## config.mk

```make
export PLATFORM = sky130hd
export DESIGN_NAME = if_id_stage
export DESIGN_NICKNAME = d
export VERILOG_FILES = /design/src/rtl/cpu_pkg.sv /design/src/rtl/inst_hold_buf.sv /design/src/rtl/if_id_stage.sv
export SDC_FILE = /design/constraint.sdc
export NUM_CORES = 1
export LEC_CHECK = 0
export CELL_PAD_IN_SITES_DETAIL_PLACEMENT = 1
export CELL_PAD_IN_SITES_GLOBAL_PLACEMENT = 1
export CORE_MARGIN = 2
export CORE_UTILIZATION = 31
export DETAILED_ROUTE_END_ITERATION = 10
export PLACE_DENSITY = 0.84
export SLEW_MARGIN = 30
export SYNTH_ARGS = -nofsm -noshare
export SYNTH_HDL_FRONTEND = slang
export SYNTH_SLANG_ARGS = --single-unit
```

## constraint.sdc

```tcl
create_clock -name clk -period 3.9 [get_ports clk]
set_clock_uncertainty 0.2 [all_clocks]
set_input_delay 0.78 -clock clk [delete_from_list [all_inputs] [get_ports clk]]
set_output_delay 0.78 -clock clk [all_outputs]
set_load 0.1 [all_outputs]
```

## src/rtl/cpu_pkg.sv

```systemverilog
// Shared CPU constants: boot/exception vectors, nop encoding, ExcCodes, IF/ID state encoding.
// Also the fetch-exception bundle carried down the pipe.
package cpu_pkg;

  localparam logic [31:0] RESET_PC   = 32'hbfc00000;
  localparam logic [31:0] EXC_VECTOR = 32'hbfc00380;
  localparam logic [31:0] NOP_INSTR  = 32'h0;

  localparam logic [4:0] EXC_INT  = 5'h0;
  localparam logic [4:0] ADEL     = 5'h4;
  localparam logic [4:0] ADES     = 5'h5;
  localparam logic [4:0] EXC_SYS  = 5'h8;
  localparam logic [4:0] EXC_BP   = 5'h9;
  localparam logic [4:0] EXC_RI   = 5'ha;
  localparam logic [4:0] EXC_OV   = 5'hc;

  localparam logic [0:0] IFID_STREAM = 1'b0;
  localparam logic [0:0] IFID_HOLD   = 1'b1;

  typedef struct packed {
    logic        exc;
    logic [31:0] badvaddr;
    logic [31:0] status;
    logic [30:0] cause;
  } exc_t;

endpackage

```

## src/rtl/inst_hold_buf.sv

```systemverilog
// One-entry instruction hold buffer: passes SRAM read data through (0 cycles) in STREAM,
// replays the word captured on the first stall edge while stall_lu persists; flush/reset drop it.
module inst_hold_buf
  import cpu_pkg::*;
(
  input  logic        clk,
  input  logic        reset,
  input  logic        stall_lu,
  input  logic        flush,
  input  logic [31:0] rdata,
  output logic [31:0] instr
);

  logic [0:0]  state;
  logic [31:0] hold_instr;

  // The SRAM moves on to the next address during a stall, so the ID word is
  // only available from rdata in the first stalled cycle.
  always_ff @(posedge clk) begin
    if (reset) begin
      state      <= IFID_STREAM;
      hold_instr <= NOP_INSTR;
    end else if (flush) begin
      state <= IFID_STREAM;
    end else if (state == IFID_STREAM) begin
      if (stall_lu) begin
        hold_instr <= rdata;
        state      <= IFID_HOLD;
      end
    end else if (!stall_lu) begin
      state <= IFID_STREAM;
    end
  end

  assign instr = (state == IFID_HOLD) ? hold_instr : rdata;

endmodule

```

## src/rtl/if_id_stage.sv

```systemverilog
// IF/ID pipeline register: PC/exception bundle registered (1 cycle), instruction aligned from SRAM.
// Priority reset > flush > stall_lu > load; stall holds the slot, flush inserts a bubble.
module if_id_stage
  import cpu_pkg::*;
(
  input  logic        clk,
  input  logic        reset,
  input  logic        stall_lu,
  input  logic        flush,
  input  logic [31:0] PC_if,
  input  logic [31:0] PC_1_if,
  input  logic        Exc_if,
  input  logic [31:0] BadVAddr_if,
  input  logic [31:0] Status_if,
  input  logic [30:0] Cause_if,
  input  logic [31:0] inst_sram_rdata,
  output logic        inst_sram_en,
  output logic        valid_id,
  output logic [31:0] PC_id,
  output logic [31:0] PC_1_id,
  output logic [31:0] Instr_id,
  output logic        Exc_id,
  output logic [31:0] BadVAddr_id,
  output logic [31:0] Status_id,
  output logic [30:0] Cause_id
);

  exc_t        exc_r;
  logic [31:0] aligned_instr;

  assign inst_sram_en = !reset && !Exc_if;

  // PC still loads on flush so a bubble carries a sensible EPC.
  always_ff @(posedge clk) begin
    if (reset) begin
      valid_id <= 1'b0;
      PC_id    <= RESET_PC;
      PC_1_id  <= RESET_PC + 32'd4;
      exc_r    <= '0;
    end else if (flush) begin
      valid_id <= 1'b0;
      PC_id    <= PC_if;
      PC_1_id  <= PC_1_if;
      exc_r    <= '0;
    end else if (!stall_lu) begin
      valid_id       <= 1'b1;
      PC_id          <= PC_if;
      PC_1_id        <= PC_1_if;
      exc_r.exc      <= Exc_if;
      exc_r.badvaddr <= BadVAddr_if;
      exc_r.status   <= Status_if;
      exc_r.cause    <= Cause_if;
    end
  end

  inst_hold_buf u_hold (
    .clk      (clk),
    .reset    (reset),
    .stall_lu (stall_lu),
    .flush    (flush),
    .rdata    (inst_sram_rdata),
    .instr    (aligned_instr)
  );

  assign Exc_id      = valid_id && exc_r.exc;
  assign BadVAddr_id = valid_id ? exc_r.badvaddr : 32'h0;
  assign Status_id   = valid_id ? exc_r.status   : 32'h0;
  assign Cause_id    = valid_id ? exc_r.cause    : 31'h0;
  assign Instr_id    = (!valid_id || Exc_id) ? NOP_INSTR : aligned_instr;

endmodule

```

Fig. 1: signal wires on met1
The bar under the picture is 50 um long. Supply wires on this layer in gray.
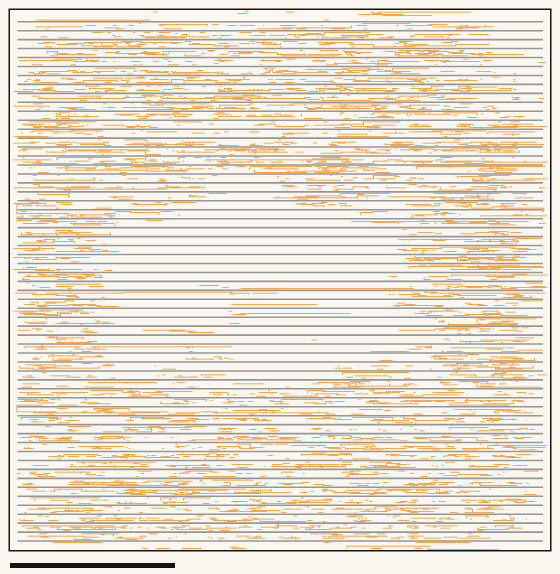
share of all routed wire: 39%
main direction: horizontal
wire length on this layer: 11000 um
longest straight run: 53.8 um

==> impl_table.tex <==
% Generated from flow reports
\begin{tabular}{lr}
\hline
Metric & Value \\
\hline
\multicolumn{2}{l}{\textbf{Placed design}} \\
Worst setup slack before clock tree synthesis & 1.018 ns \\
Number of port buffers & 389 \\
Final HPWL from detailed placement & 20100 um \\
Routability Congestion & 0.7983 \\
\multicolumn{2}{l}{\textbf{Final timing}} \\
Total negative setup slack & 0 ns \\
Post-route clock period utilization & 0.7967 \\
Shortest period the worst path allows & 3.107 ns \\
Pins Over Slew Limit & 0 \\
Tightest Pin Transition & 1.035 ns \\
\multicolumn{2}{l}{\textbf{Critical path}} \\
Crit path depth & 4 \\
Buffer and inverter count on the worst path & 2 \\
Category of cells accounting for the largest share of critical-path delay & simple AND/OR/NAND/NOR gates \\
Origin of the critical flop-to-flop path & u\_hold.state \\
CP startpoint kind & flip-flop \\
CP Capture Type & output pin \\
Critical path peak fanout & 17 \\
Worst path required time & 2.92 ns \\
Worst R2R End & u\_hold.hold\_instr[27] \\
\multicolumn{2}{l}{\textbf{GRT}} \\
First-pass GRT wire length & 41810 um \\
Met3 track demand over resource in global routing & 0.05025 \\
GRT Max-Usage Layer & met2 \\
Total routing resource utilization after global routing & 0.1989 \\
Met2 routing resource usage after global routing & 0.3627 \\
Antenna violations before repair & 1 \\
\multicolumn{2}{l}{\textbf{Cells and area}} \\
Seq cells & 194 \\
Area of all sequential standard cells & 3889 sq um \\
Number of fillers in the final layout & 2859 \\
Clock buffers & 17 \\
Final Non-Filler Cells & 1606 \\
Post-route core utilization & 0.5021 \\
Logic area & 3689 sq um \\
Most used logic cell in the final layout & clkdlybuf4s50\_1 \\
Layout cells sized above 1 & 0.1427 \\
Most common logic cells in the final layout & 255 x clkdlybuf4s50\_1, 192 x dfxtp\_1, 192 x nand2\_1 \\
\multicolumn{2}{l}{\textbf{Yosys}} \\
Mux frac, synth & 0.1614 \\
Cell type contributing the most total cell area after synthesis & dfxtp\_1 \\
Chip area line of the yosys report & 7940 sq um \\
Tally of unique sky130hd cells used after synthesis & 18 \\
XOR/XNOR Fraction of Synth Area & 0 \\
Netlist Area Pre-Place & 7940 sq um \\
Yosys Instances & 915 \\
Top cells by area, synth & dfxtp\_1 49\%, mux2i\_1 16\%, nand2\_1 9.1\% \\
Warnings from Yosys & 0 \\
Top cell area share & 0.4891 \\
Primary flip-flop cell chosen by synthesis mapping & dfxtp\_1 \\
Number of synthesized register bits & 194 \\
And-or/or-and share of the synthesized area & 0.04916 \\
Library cell with the highest instance count after synthesis & dfxtp\_1 \\
\multicolumn{2}{l}{\textbf{Route}} \\
Total length of routed wires & 27770 um \\
Via Count & 7410 \\
\multicolumn{2}{l}{\textbf{Floorplan}} \\
Core Region & 25180 sq um \\
Number of tapcells & 330 \\
Ports placed on the boundary & 390 \\
Chip width & 164.0 um \\
Num rows & 58 \\
\multicolumn{2}{l}{\textbf{Clocking}} \\
Clock-pin slew on the worst setup and hold paths & 0.07 ns \\
TritonCTS sink count & 194 \\
Master cell of the clock root buffer & clkbuf\_16 \\
Number of buffers inserted during clock tree synthesis & 17 \\
\multicolumn{2}{l}{\textbf{Run status}} \\
Status & finished, final reports clean \\
\multicolumn{2}{l}{\textbf{Job}} \\
Count of max-cap constraint violations & 0 \\
\multicolumn{2}{l}{\textbf{Power and ir drop}} \\
Clock distribution power & 0.00175 W \\
Total net switching power & 0.001611 W \\
Main power group & registers \\
Part of the power in the clock network & 0.350 \\
\hline
\end{tabular}
Fig. 2: M2 wires
The bar under the picture is 50 um long.
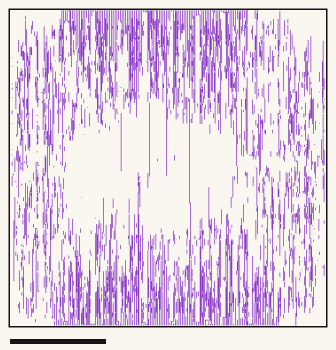
wire length on this layer: 14500 um
longest straight run: 68.8 um
share of all routed wire: 52%
main direction: vertical

Power is estimated from default activity; no workload was simulated.
